<file path="config.mk">
export PLATFORM = sky130hd
export DESIGN_NAME = fetch_stage
export DESIGN_NICKNAME = d
export VERILOG_FILES = /design/src/rtl/fetch_stage.sv
export SDC_FILE = /design/constraint.sdc
export NUM_CORES = 1
export LEC_CHECK = 0
export CELL_PAD_IN_SITES_DETAIL_PLACEMENT = 0
export CELL_PAD_IN_SITES_GLOBAL_PLACEMENT = 1
export CORE_MARGIN = 1.5
export CORE_UTILIZATION = 42
export CTS_CLUSTER_DIAMETER = 50
export DETAILED_ROUTE_END_ITERATION = 10
export PLACE_DENSITY_LB_ADDON = 0.1
export SLEW_MARGIN = 15
export SYNTH_ARGS = -nofsm -noshare
export SYNTH_HDL_FRONTEND = slang
export SYNTH_SLANG_ARGS = --single-unit
</file>
<file path="constraint.sdc">
create_clock -name clk_i -period 2.75 [get_ports clk_i]
set_clock_uncertainty 0.1 [all_clocks]
set_input_delay 0.55 -clock clk_i [delete_from_list [all_inputs] [get_ports clk_i]]
set_output_delay 0.55 -clock clk_i [all_outputs]
set_load 0.02 [all_outputs]
</file>
<file path="src/rtl/fetch_stage.sv">
// fetch_stage: instruction-fetch stage of a 5-stage RISC-V pipeline.
//   Owns the PC and the IF/ID pipeline register. It fetches from a
//   variable-latency instruction memory using a req/ack handshake, buffers a
//   returned instruction in a skid register while ID is stalled, and drains
//   any in-flight fetch after a branch redirect without abandoning it.
//
// Ports:
//   clk_i, rst_i        clock (rising edge), asynchronous active-low reset
//   PCWrite_i, Stall_i  hazard-unit controls (hold = Stall_i | ~PCWrite_i)
//   Flush_i             branch taken in ID: squash IF/ID, redirect PC
//   BranchAddr_i        redirect target, valid with Flush_i
//   imem_req_o          fetch request
//   imem_addr_o         fetch address, stable until acknowledged
//   imem_ack_i          instruction returned this cycle
//   imem_data_i         returned instruction
//   pc_o, instr_o       IF/ID PC and instruction
//   valid_o             IF/ID holds a real instruction
module fetch_stage #(
  parameter int          XLEN      = 32,
  parameter logic [31:0] RESET_PC  = 32'h0000_0000,
  parameter logic [31:0] NOP_INSTR = 32'h0000_0013
) (
  input  logic            clk_i,
  input  logic            rst_i,
  input  logic            PCWrite_i,
  input  logic            Stall_i,
  input  logic            Flush_i,
  input  logic [XLEN-1:0] BranchAddr_i,
  output logic            imem_req_o,
  output logic [XLEN-1:0] imem_addr_o,
  input  logic            imem_ack_i,
  input  logic [31:0]     imem_data_i,
  output logic [XLEN-1:0] pc_o,
  output logic [31:0]     instr_o,
  output logic            valid_o
);

  typedef enum logic [1:0] {S_FETCH, S_HOLD, S_DRAIN} state_t;

  localparam logic [XLEN-1:0] PC_INC = XLEN'(4);

  state_t            state_q, state_d;
  logic [XLEN-1:0]   pc_q, pc_d;
  logic [XLEN-1:0]   tgt_q, tgt_d;
  logic              started_q;
  logic [XLEN-1:0]   skid_pc_q, skid_pc_d;
  logic [31:0]       skid_instr_q, skid_instr_d;
  logic              skid_vld_q, skid_vld_d;
  logic [XLEN-1:0]   ifid_pc_q, ifid_pc_d;
  logic [31:0]       ifid_instr_q, ifid_instr_d;
  logic              ifid_vld_q, ifid_vld_d;

  logic hold;
  logic ack_v;

  // No request during reset; the first one goes out on the first edge after
  // reset is released. HOLD never requests because the skid is already full.
  assign imem_req_o  = started_q & (state_q != S_HOLD);
  assign imem_addr_o = pc_q;

  assign hold  = Stall_i | ~PCWrite_i;
  assign ack_v = imem_ack_i & imem_req_o;  // stray acks are ignored

  assign pc_o    = ifid_pc_q;
  assign instr_o = ifid_instr_q;
  assign valid_o = ifid_vld_q;

  always_comb begin
    state_d      = state_q;
    pc_d         = pc_q;
    tgt_d        = tgt_q;
    skid_pc_d    = skid_pc_q;
    skid_instr_d = skid_instr_q;
    skid_vld_d   = skid_vld_q;
    ifid_pc_d    = ifid_pc_q;
    ifid_instr_d = ifid_instr_q;
    ifid_vld_d   = ifid_vld_q;

    if (Flush_i) begin
      // Flush beats hold: IF/ID is squashed even when ID is stalled.
      ifid_pc_d    = BranchAddr_i;
      ifid_instr_d = NOP_INSTR;
      ifid_vld_d   = 1'b0;
      skid_vld_d   = 1'b0;
      skid_pc_d    = '0;
      skid_instr_d = NOP_INSTR;
    end

    case (state_q)
      S_FETCH: begin
        if (Flush_i) begin
          if (ack_v) begin
            pc_d = BranchAddr_i;  // returned data is dropped
          end else begin
            // The outstanding request must complete before redirecting.
            tgt_d   = BranchAddr_i;
            state_d = S_DRAIN;
          end
        end else if (ack_v) begin
          if (hold) begin
            skid_pc_d    = pc_q;
            skid_instr_d = imem_data_i;
            skid_vld_d   = 1'b1;
            state_d      = S_HOLD;
          end else begin
            ifid_pc_d    = pc_q;
            ifid_instr_d = imem_data_i;
            ifid_vld_d   = 1'b1;
            pc_d         = pc_q + PC_INC;
          end
        end else if (!hold) begin
          ifid_pc_d    = pc_q;
          ifid_instr_d = NOP_INSTR;
          ifid_vld_d   = 1'b0;
        end
      end

      S_HOLD: begin
        if (Flush_i) begin
          pc_d    = BranchAddr_i;
          state_d = S_FETCH;
        end else if (!hold) begin
          ifid_pc_d    = skid_pc_q;
          ifid_instr_d = skid_instr_q;
          ifid_vld_d   = skid_vld_q;
          skid_vld_d   = 1'b0;
          pc_d         = skid_pc_q + PC_INC;
          state_d      = S_FETCH;
        end
      end

      S_DRAIN: begin
        // A newer flush replaces the pending target, even on the ack cycle.
        if (ack_v) begin
          pc_d    = Flush_i ? BranchAddr_i : tgt_q;
          state_d = S_FETCH;
        end else if (Flush_i) begin
          tgt_d = BranchAddr_i;
        end
      end

      default: state_d = S_FETCH;
    endcase
  end

  always_ff @(posedge clk_i or negedge rst_i) begin
    if (!rst_i) begin
      state_q      <= S_FETCH;
      pc_q         <= XLEN'(RESET_PC);
      tgt_q        <= '0;
      started_q    <= 1'b0;
      skid_pc_q    <= '0;
      skid_instr_q <= NOP_INSTR;
      skid_vld_q   <= 1'b0;
      ifid_pc_q    <= '0;
      ifid_instr_q <= NOP_INSTR;
      ifid_vld_q   <= 1'b0;
    end else begin
      state_q      <= state_d;
      pc_q         <= pc_d;
      tgt_q        <= tgt_d;
      started_q    <= 1'b1;
      skid_pc_q    <= skid_pc_d;
      skid_instr_q <= skid_instr_d;
      skid_vld_q   <= skid_vld_d;
      ifid_pc_q    <= ifid_pc_d;
      ifid_instr_q <= ifid_instr_d;
      ifid_vld_q   <= ifid_vld_d;
    end
  end

endmodule
</file>
Selected gate families:
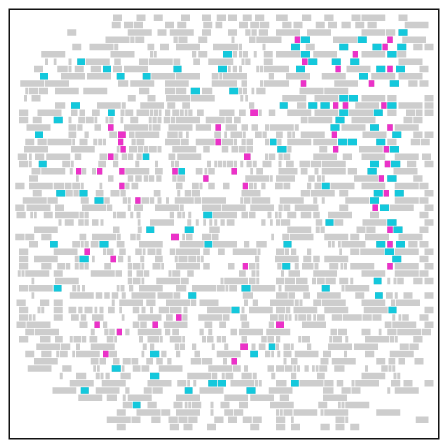
| family | colour | cells | most used |
|---|---|---|---|
| AND-OR and OR-AND gates | cyan | 100 | a32o_1 |
| AND and OR gates | magenta | 53 | and3_1 |

Placed standard cells:
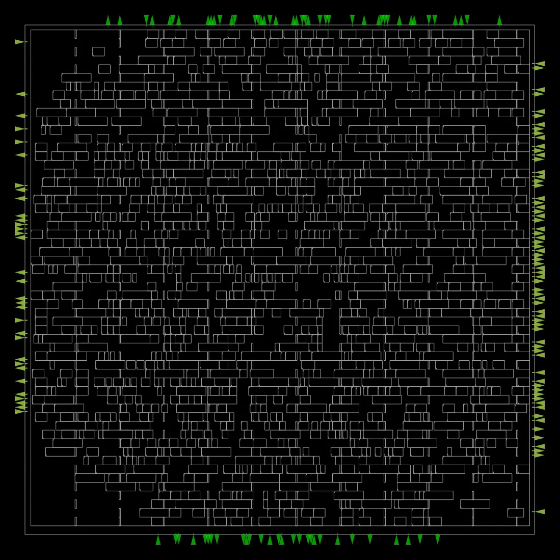
cell row count: 57
final instance count without filler cells: 1538

Placement density heat map:
The die is cut into 16 by 16 equal tiles; white is low, dark blue is high, 0 to 100% covered.
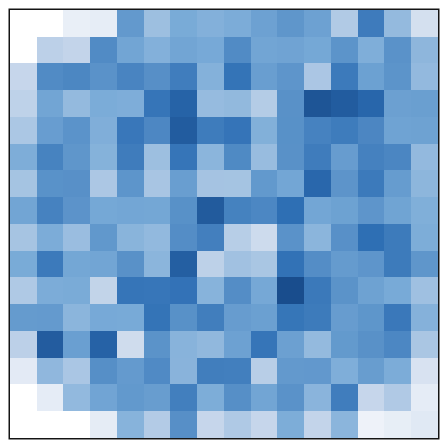
nearly empty tiles: 2.7%
fullest tile: 88%
mean over tiles: 51%
tiles over 75% full: 4.3%

M2 wires:
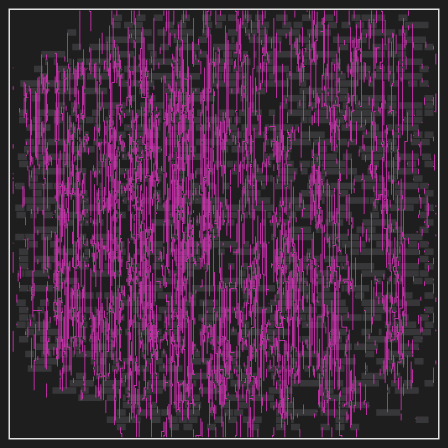
main direction: vertical
share of all routed wire: 47%
longest straight run: 70.4 µm

Metal 1:
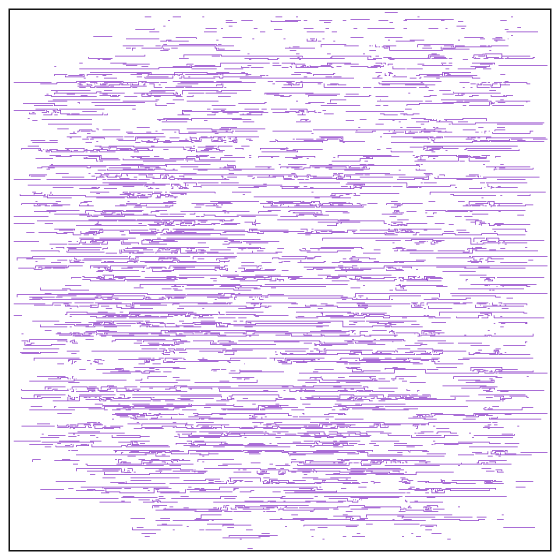
nets with wire on the layer: 1136
longest straight run: 48.1 µm
wire length on this layer: 15700 µm

==> qor.rpt <==
FINISH
------------------------------------------------------------------------------
Bufs w/o clock                                                             250
Comb. cell area                                                       4910 µm²
Post-Layout Inst Area                                                13300 µm²
Number of fill cells in the layout                                        2166
Post-Route Utilization                                                   0.550
Layout cells sized above 1                                               0.147
Count of inserted antenna diode cells                                        0

CLOCK TREE
------------------------------------------------------------------------------
Number of gates given a new drive strength after cts                         0
Clock net sink count                                                       197
Number of CTS-inserted buffers                                              17
H-tree depth                                                                 4
Count of hold buffers inserted by post-cts repair                            0
Root Buffer Master                                                sky130_fd_sc_hd__clkbuf_16

CRITICAL PATH
------------------------------------------------------------------------------
Class of the most critical setup path                                  reg2reg
Worst setup path end                                              imem_addr_o[25]
Peak per-stage delay on the critical path                              0.45 ns
Worst path cell trace                                             inv_1 > ha_1 > buf_4 > clkinv_1 > nor2_1 > buf_4 > a211oi_1 > a211oi_1
Logic depth of the worst setup path including buffers                        8
Worst EP required                                                      2.98 ns
Startpoint kind of the worst setup timing path                            flop
Slowest cell on the critical path                                 sky130_fd_sc_hd__nor2_1

FINAL TIMING
------------------------------------------------------------------------------
Final Hold Fails                                                             0
Highest clock frequency the design can meet                            382 MHz
Measured slew at the worst slew-check pin                             0.639 ns
Final setup violation count                                                  0
Setup repair after global routing missed its margin                         no
Min cycle time layout                                                  2.62 ns
Period utilisation layout                                                0.951

YOSYS
------------------------------------------------------------------------------
Mux share                                                               0.0537
Post-synth ARST share                                                     1.00
Total cells reported by yosys after synthesis                             1022
Simple logic cell fraction of the synthesized area                       0.153
Complex-gate fraction of the synthesized area                            0.232
Post-synth EDFFs                                                             0
Portion of the post-synthesis area used by sequential elements           0.481
Cell types with the highest counts after synthesis                sky130_fd_sc_hd__dfrtp_1 (191), sky130_fd_sc_hd__nand2_1 (114), sky130_fd_sc_hd__nor2_1 (68)
Proportion of netlist area held by the largest area contributor          0.466
XOR/XNOR share of the synthesized area                                  0.0299
Synth area leaders                                                sky130_fd_sc_hd__dfrtp_1 (47%), sky130_fd_sc_hd__nand2_1 (4.2%), sky130_fd_sc_hd__mux2_2 (3.5%)
#FFs+latches synth                                                         197
Number of instances in the synthesized netlist                            1022
Adder-cell share of the synthesized area                               0.00732

DIE
------------------------------------------------------------------------------
Starting density of the core                                             0.424
Tap cells                                                                  324
Height of the die                                                       159 µm

ROUTE
------------------------------------------------------------------------------
WL final                                                              35300 µm
Total met3 wirelength after detailed routing                           2440 µm
DR vias                                                                   9437
Drt first-iter violations                                                 1007
Uppermost layer routed                                                    met4

HOLD PATH
------------------------------------------------------------------------------
Classification of the worst-slack hold path                           in2async

PLACE
------------------------------------------------------------------------------
Buffers added on ports                                                     167
Cell area after placement                                            12700 µm²
Detail Placement HPWL                                                 23900 µm

PWR
------------------------------------------------------------------------------
Switching portion of total power                                         0.408
Power attributed to sequential cells                                   4.39 mW
Total net switching power                                              4.86 mW
Leakage                                                                5.61 nW
Peak VDD IR                                                           0.432 mV
Combinational cell power                                               5.03 mW

GRT
------------------------------------------------------------------------------
Met1 track demand over resource                                          0.398
Most used routing layer                                                   met2
All-layer global routing usage                                           0.281
Final global-route overflow total                                            0
Met3 usage                                                              0.0427

RUN STATUS
------------------------------------------------------------------------------
Outcome                                                           finished clean

RUN
------------------------------------------------------------------------------
OpenROAD warning count                                                      29

Power is estimated from default activity; no workload was simulated.
